**src/rtl/my8_disp_pkg.sv**
```systemverilog
// Shared types and constants for the OUT-register display driver:
// FSM encoding, active-low segment patterns, digit enables and BCD length.
package my8_disp_pkg;

   typedef enum logic [1:0] {
      IDLE = 2'd0,
      CONV = 2'd1,
      LOAD = 2'd2
   } disp_state_t;

   localparam logic [7:0] SEG_BLANK = 8'hFF;

   // Index 0 is the rightmost element: SEG_PATTERN[4'hX] is the glyph for X.
   localparam logic [15:0][7:0] SEG_PATTERN = {
      8'h8E, 8'h86, 8'hA1, 8'hC6, 8'h83, 8'h88, 8'h90, 8'h80,
      8'hF8, 8'h82, 8'h92, 8'h99, 8'hB0, 8'hA4, 8'hF9, 8'hC0
   };

   localparam logic [2:0] DIGIT_ONES     = 3'b110;
   localparam logic [2:0] DIGIT_TENS     = 3'b101;
   localparam logic [2:0] DIGIT_HUNDREDS = 3'b011;

   localparam int BCD_ITERS = 8;

endpackage

```
**src/rtl/out_display_driver_seg7_decoder.sv**
```systemverilog
// Combinational nibble-to-segment decoder (active-low, dp off) with blank override.
module seg7_decoder
   import my8_disp_pkg::*;
(
   input  logic [3:0] value,
   input  logic       blank,
   output logic [7:0] seg
);

   assign seg = blank ? SEG_BLANK : SEG_PATTERN[value];

endmodule

```
**src/rtl/out_display_driver.sv**
```systemverilog
// Shows the CPU OUT byte on a 3-digit multiplexed common-anode display.
// OUT_DISPLAY_BCD_EN selects decimal (double-dabble) instead of hex.
module out_display_driver
   import my8_disp_pkg::*;
#(
   parameter int SCAN_DIV = 4
) (
   input  logic       clock,
   input  logic       nReset,
   input  logic [7:0] IN,
   output logic [7:0] SEG,
   output logic [2:0] DIGIT
);

   localparam int              PS_W    = (SCAN_DIV > 1) ? $clog2(SCAN_DIV) : 1;
   localparam logic [PS_W-1:0] PS_LAST = PS_W'(SCAN_DIV - 1);

   disp_state_t     state_reg;
   logic [7:0]      last_val_reg;
   logic [7:0]      shadow_reg;
   logic [3:0]      d0_reg, d1_reg, d2_reg;
   logic [PS_W-1:0] prescale_reg;
   logic [1:0]      scan_idx_reg, scan_idx_next;
   logic            scan_wrap;
   logic [7:0]      seg_reg, seg_next;
   logic [2:0]      digit_reg, digit_next;

   logic [3:0]      digit_val   [3];
   logic            digit_blank [3];
   logic [7:0]      digit_seg   [3];

   genvar gi;

`ifdef OUT_DISPLAY_BCD_EN
   logic [11:0] bcd_reg;
   logic [11:0] bcd_adj;
   logic [2:0]  iter_reg;

   for (gi = 0; gi < 3; gi++) begin : g_adj
      assign bcd_adj[gi*4 +: 4] = (bcd_reg[gi*4 +: 4] >= 4'd5) ?
                                  bcd_reg[gi*4 +: 4] + 4'd3 : bcd_reg[gi*4 +: 4];
   end
`endif

   // Capture / convert / load. Display regs change only in LOAD, so the
   // scanner never sees a half-converted value.
   always_ff @(posedge clock or negedge nReset) begin
      if (!nReset) begin
         state_reg    <= IDLE;
         last_val_reg <= '0;
         shadow_reg   <= '0;
         d0_reg       <= '0;
         d1_reg       <= '0;
         d2_reg       <= '0;
`ifdef OUT_DISPLAY_BCD_EN
         bcd_reg      <= '0;
         iter_reg     <= '0;
`endif
      end else begin
         case (state_reg)
            IDLE: begin
               if (IN != last_val_reg) begin
                  last_val_reg <= IN;
                  shadow_reg   <= IN;
`ifdef OUT_DISPLAY_BCD_EN
                  bcd_reg      <= '0;
                  iter_reg     <= '0;
                  state_reg    <= CONV;
`else
                  state_reg    <= LOAD;
`endif
               end
            end
`ifdef OUT_DISPLAY_BCD_EN
            CONV: begin
               {bcd_reg, shadow_reg} <= {bcd_adj, shadow_reg} << 1;
               iter_reg              <= iter_reg + 3'd1;
               if (iter_reg == 3'(BCD_ITERS - 1))
                  state_reg <= LOAD;
            end
`endif
            LOAD: begin
`ifdef OUT_DISPLAY_BCD_EN
               d2_reg <= bcd_reg[11:8];
               d1_reg <= bcd_reg[7:4];
               d0_reg <= bcd_reg[3:0];
`else
               d1_reg <= shadow_reg[7:4];
               d0_reg <= shadow_reg[3:0];
`endif
               state_reg <= IDLE;
            end
            default: state_reg <= IDLE;
         endcase
      end
   end

   assign digit_val[0]   = d0_reg;
   assign digit_val[1]   = d1_reg;
   assign digit_val[2]   = d2_reg;
   assign digit_blank[0] = 1'b0;
`ifdef OUT_DISPLAY_BCD_EN
   assign digit_blank[1] = (d2_reg == 4'd0) && (d1_reg == 4'd0);
   assign digit_blank[2] = (d2_reg == 4'd0);
`else
   assign digit_blank[1] = 1'b0;
   assign digit_blank[2] = 1'b1;
`endif

   for (gi = 0; gi < 3; gi++) begin : g_dec
      seg7_decoder u_dec (
         .value (digit_val[gi]),
         .blank (digit_blank[gi]),
         .seg   (digit_seg[gi])
      );
   end

   always_comb begin
      scan_wrap     = (prescale_reg == PS_LAST);
      scan_idx_next = scan_idx_reg;
      if (scan_wrap)
         scan_idx_next = (scan_idx_reg == 2'd2) ? 2'd0 : scan_idx_reg + 2'd1;
      case (scan_idx_next)
         2'd1: begin
            seg_next   = digit_seg[1];
            digit_next = DIGIT_TENS;
         end
         2'd2: begin
            seg_next   = digit_seg[2];
            digit_next = DIGIT_HUNDREDS;
         end
         default: begin
            seg_next   = digit_seg[0];
            digit_next = DIGIT_ONES;
         end
      endcase
   end

   // SEG and DIGIT share one register stage so they always switch together.
   always_ff @(posedge clock or negedge nReset) begin
      if (!nReset) begin
         prescale_reg <= '0;
         scan_idx_reg <= '0;
         seg_reg      <= SEG_PATTERN[0];
         digit_reg    <= DIGIT_ONES;
      end else begin
         prescale_reg <= scan_wrap ? '0 : prescale_reg + PS_W'(1);
         scan_idx_reg <= scan_idx_next;
         seg_reg      <= seg_next;
         digit_reg    <= digit_next;
      end
   end

   assign SEG   = seg_reg;
   assign DIGIT = digit_reg;

endmodule
```
**config.mk**
```make
export PLATFORM = sky130hd
export DESIGN_NAME = out_display_driver
export DESIGN_NICKNAME = d
export VERILOG_FILES = /design/src/rtl/my8_disp_pkg.sv /design/src/rtl/out_display_driver_seg7_decoder.sv /design/src/rtl/out_display_driver.sv
export SDC_FILE = /design/constraint.sdc
export NUM_CORES = 1
export LEC_CHECK = 0
export CORE_MARGIN = 5
export CORE_UTILIZATION = 50
export CTS_CLUSTER_DIAMETER = 200
export DETAILED_ROUTE_END_ITERATION = 7
export PLACE_DENSITY = 0.82
export SYNTH_ARGS = -nofsm -noshare
export SYNTH_HDL_FRONTEND = slang
export SYNTH_SLANG_ARGS = --single-unit
export TNS_END_PERCENT = 10
```
**constraint.sdc**
```tcl
create_clock -name clock -period 1.75 [get_ports clock]
set_input_delay 0.35 -clock clock [delete_from_list [all_inputs] [get_ports clock]]
set_output_delay 0.35 -clock clock [all_outputs]
set_load 0.01 [all_outputs]
```
==> impl_metrics.py <==
# Auto-generated metrics
metrics = {
    "outcome": {
        "status": "finished clean",
    },
    "critical_path": {
        "r2r_end": "shadow_reg[7]",
        "reg2reg_slack_ns": 0.09,
        "cp-start-kind": "input port",
        "slowest_delay_ns": 0.50,
        "endpoint_kind": "flop",
        "critPathMaxFanout": 9,
        "arrival_ns": 1.94,
        "r2r-start": "shadow_reg[6]",
        "critPathKind": "input port to flop",
        "crit_required_ns": 1.96,
        "crit_chain": "clkdlybuf4s50_1 -> xor2_1 -> nor4_1 -> a21oi_2 -> mux2_2",
        "cp_slowest_cell": "clkdlybuf4s50_1",
        "rr_worst_depth": 4,
    },
    "power_and_ir_drop": {
        "p_int_mw": 2.01,
        "combPwrFrac_pct": 43.5,
        "pwr-share-clk_pct": 17.9,
        "switching_share_pct": 36.2,
        "p_switching_mw": 1.14,
        "leakagePower_nw": 0.965,
        "ir_drop_uv": 897,
        "powerDensity_nw_per_um2": 1450,
        "power_mw": 3.15,
        "power.share.sequential_pct": 38.6,
    },
    "yosys": {
        "yosysMostFrequentCell": "dfrtp_1",
        "topCellsByArea": "dfrtp_1 (40%), ha_1 (13%), mux2_2 (7.7%)",
        "yosys_warnings": 0,
        "synthesis.area_um2": 1770,
        "ys.flops": 31,
        "synthCells": 170,
        "ys_async_sr_fraction_pct": 100,
        "top_logic_kind": "adder cells",
        "compound_area_share_pct": 9.99,
        "syn_nets": 199,
        "adder_share_pct": 13.5,
        "top_area_cell": "dfrtp_1",
        "yosys_area_um2": 1770,
        "ys_sh_mux_pct": 11.9,
        "edf_count": 0,
        "yosys.area.top_type_share_pct": 39.7,
        "synthSimpleGateAreaFrac_pct": 11.0,
        "yosys_cells": 170,
        "ys_seq_share_pct": 44.2,
        "synthFlopType": "dfrtp_1",
        "syn_avg_cell_area_um2": 10.4,
        "xor_share_pct": 4.46,
        "yosysUniqueCellTypes": 26,
        "netlist_top_cells_count": "dfrtp_1 (28), ha_1 (19), nand2_1 (14), o21ai_0 (14)",
    },
    "cells_and_area": {
        "fillers": 277,
        "final_util_pct": 64.2,
        "synthToLayoutAreaGrowth_pct": 23.3,
        "diodes": 0,
        "nNetsFinal": 222,
        "drive_above_1_share_pct": 21.6,
        "largest_register_ffs": 8,
    },
    "global_route": {
        "overflow": 0,
        "track_usage_pct": 13.6,
        "grt_max_degree": 32,
        "grt_pass1_vias": 1196,
        "grt_pass1_wl_um": 5190,
        "grt_antenna_before_repair": 0,
    },
    "sta": {
        "tns_ns": 0,
        "finalClockPeriodUsage_pct": 98.8,
        "fmax_mhz": 579,
        "period_needed_ns": 1.73,
        "maxSlewViolCount": 0,
        "finalSetupViolCount": 0,
        "fin_ws_ns": 0.0218,
        "timing_hold_violations_final": 0,
        "rsz0062_at_grt": "true",
    },
    "detailed_routing": {
        "ant_nets": 0,
        "wire_per_inst_um": 13.1,
        "post_drt_via_cell_ratio": 5.10,
        "firstDrtPassIters": 4,
        "detail_route.iter0.violations": 33,
        "drc": 0,
    },
    "clock_tree": {
        "root_buffer": "clkbuf_4",
        "clk_path_buf_depth": 2,
        "clk_pin_slew_ns": 0.10,
        "ctsHoldBuffers": 0,
        "cts_tree": "yes",
        "clkLatencyLatePin_ns": 0.32,
        "cts_sinks": 31,
        "htreeDepth": 2,
    },
    "die": {
        "io_pins": 21,
        "fp_util_pct": 52.1,
        "chipArea_um2": 4820,
        "die_x_um": 69.4,
        "die_h_um": 69.4,
        "coreArea_um2": 3390,
        "std_cell_rows": 21,
    },
    "placed_design": {
        "io_buffers": 19,
        "place_ws_ns": -0.316,
        "place_congestion": 0.844,
        "dp_hpwl_um": 2420,
    },
    "run": {
        "warnings": 42,
        "maxCapViolations": 0,
    },
    "hold_path": {
        "hold_path.class": "input port to asynchronous set/reset pin",
    },
}
[worst max-delay path by stage]
stage               endpoint  slack (ns)  cells past startpoint            start
2_1_floorplan         SEG[2]        0.02                      6  prescale_reg[0]
3_3_place_gp   shadow_reg[3]       -0.22                      5            IN[7]
3_5_place_dp   shadow_reg[6]       -0.32                      5            IN[1]
4_1_cts             DIGIT[1]        0.01                      1         DIGIT[1]
5_1_grt        shadow_reg[4]      -0.005                      5            IN[3]
6_report       shadow_reg[7]        0.02                      5            IN[5]
[per-layer routing]
layer	wire length, um	GRT usage (%)	vias up
met5	0	0	-
met4	36	5.21	0
met3	146	6.38	4
met2	1730	23.5	31
met1	1230	14.3	575
li1	-	-	614
[layout by cell type (no fill, tap or decap), drive strengths merged]
cell	Yosys	final
inv	12	12
clkinv	0	1
dlygate4sd2	0	1
conb	1	1
nand3	5	5
bufinv	0	1
a32oi	1	1
nor3b	2	2
dfrtp	28	28
clkbuf	6	6
xor2	9	9
nor2	11	11
mux4	2	2
ha	19	19
a31oi	1	1
o21ai	14	14
nand2b	6	6
nand2	14	14
nor4	2	2
dfstp	3	3
buf	3	6
mux2	12	12
dlymetal6s2s	0	2
clkdlybuf4s50	0	16
mux2i	3	3
o211ai	2	2
nor3	2	2
a22oi	5	5
a21oi	7	7
[critical path, delay by kind of cell]
family,cells,cell delay [ns]
buffers and inverters,1,0.50
AOI/OAI and AO/OA,1,0.41
muxes,1,0.39
xor gates and xnor gates,1,0.19
and+or+nand+nor,1,0.10
[power groups by stage]
stage | clock, mW | combinational, mW | sequential [mW]
floorplan | 0 | 0.987 | 1.16
global placement | 0 | 1.31 | 1.20
detailed placement | 0 | 1.38 | 1.22
CTS | 0.588 | 1.39 | 1.21
global route | 0.630 | 1.54 | 1.26
finish | 0.565 | 1.37 | 1.22
[logic make-up after synthesis]
family | count (synthesis)
xor gates and xnor gates | 9
muxes | 17
AOI/OAI and AO/OA | 30
DFF | 31
and+or+nand+nor | 42
adders and majority gates | 19
other | 1
buffers and inverters | 21
[per-stage QoR]
stage	instances	hold slack [ns]	instance area, um^2
floorplan	170	0.0544	1770
global placement	232	0.415	2020
detailed placement	232	0.417	2020
CTS	240	0.393	2110
global route	240	0.404	2180
finish	240	0.407	2180
[cell type report]
type                            count  area (um^2)  area share [%]
Multi-Input combinational cell    118          968            44.5
Sequential cell                    31          781            35.9
Timing Repair Buffer               25          239            11.0
Tap cell                           46         57.6            2.64
Clock buffer                        6         51.3            2.36
Inverter                           12         45.0            2.07
Clock inverter                      2         35.0            1.61
[what timing repair did]
item	4_1_cts	5_1_grt
endpoints found under the hold margin	0	0
setup endpoints to repair	1	17
buffers inserted	0	0
pin swaps	0	2
gates resized	1	15
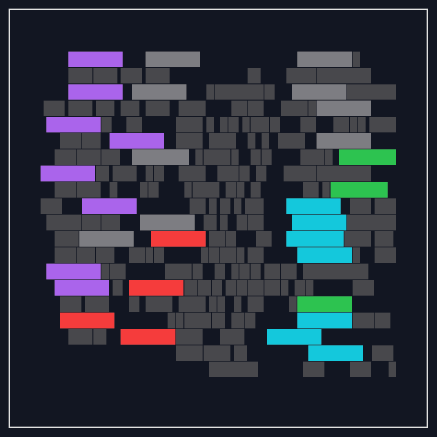
Fig. 1. Sequential cells grouped by signal name.
Scale: 6 px per um.
| color | signal | sequential cells |
|---|---|---|
| purple | shadow_reg | 8 |
| red | d1_reg | 4 |
| green | DIGIT | 3 |
| cyan | SEG | 7 |

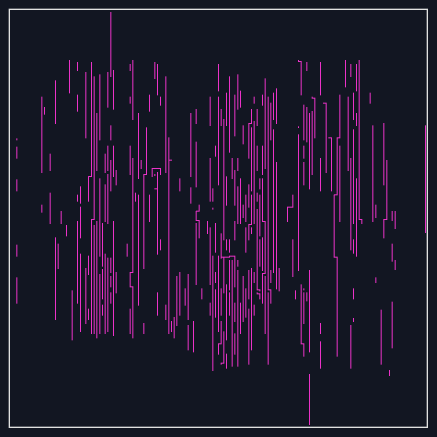
Fig. 2. Signal wires on met2.
Scale: 6 px per um.
main direction: vertical
share of all routed wire: 55%
longest straight run: 32.6 um
nets with wire on the layer: 173
wire length on this layer: 1730 um
total wire length: 3140 um
via count: 1224
M2 GR Usage: 23.5%

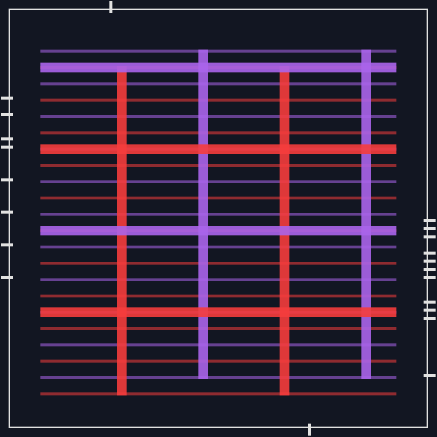
Fig. 3. Floorplan with the power grid.
Scale: 6 px per um. Pins as bars on the die edge.
| color | net |
|---|---|
| purple | VDD |
| red | VSS |
rows: 21
met5 straps: 4
met1 rails: 22
signal pins: 21
met4 straps: 4

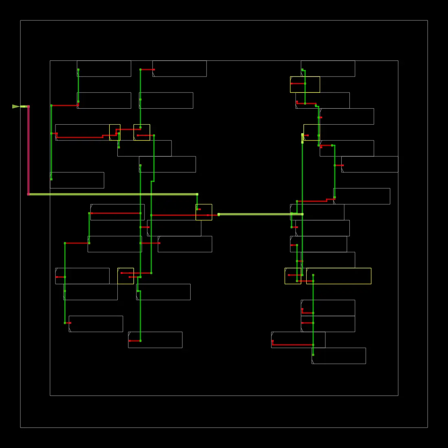
Fig. 4. The clock network.
clkbuf count: 6
CTS buffer count: 5
Seq cells: 31
Max Clock Skew: 0.0103 ns

Power figures rest on the tool's default switching activity, not on a simulated workload.
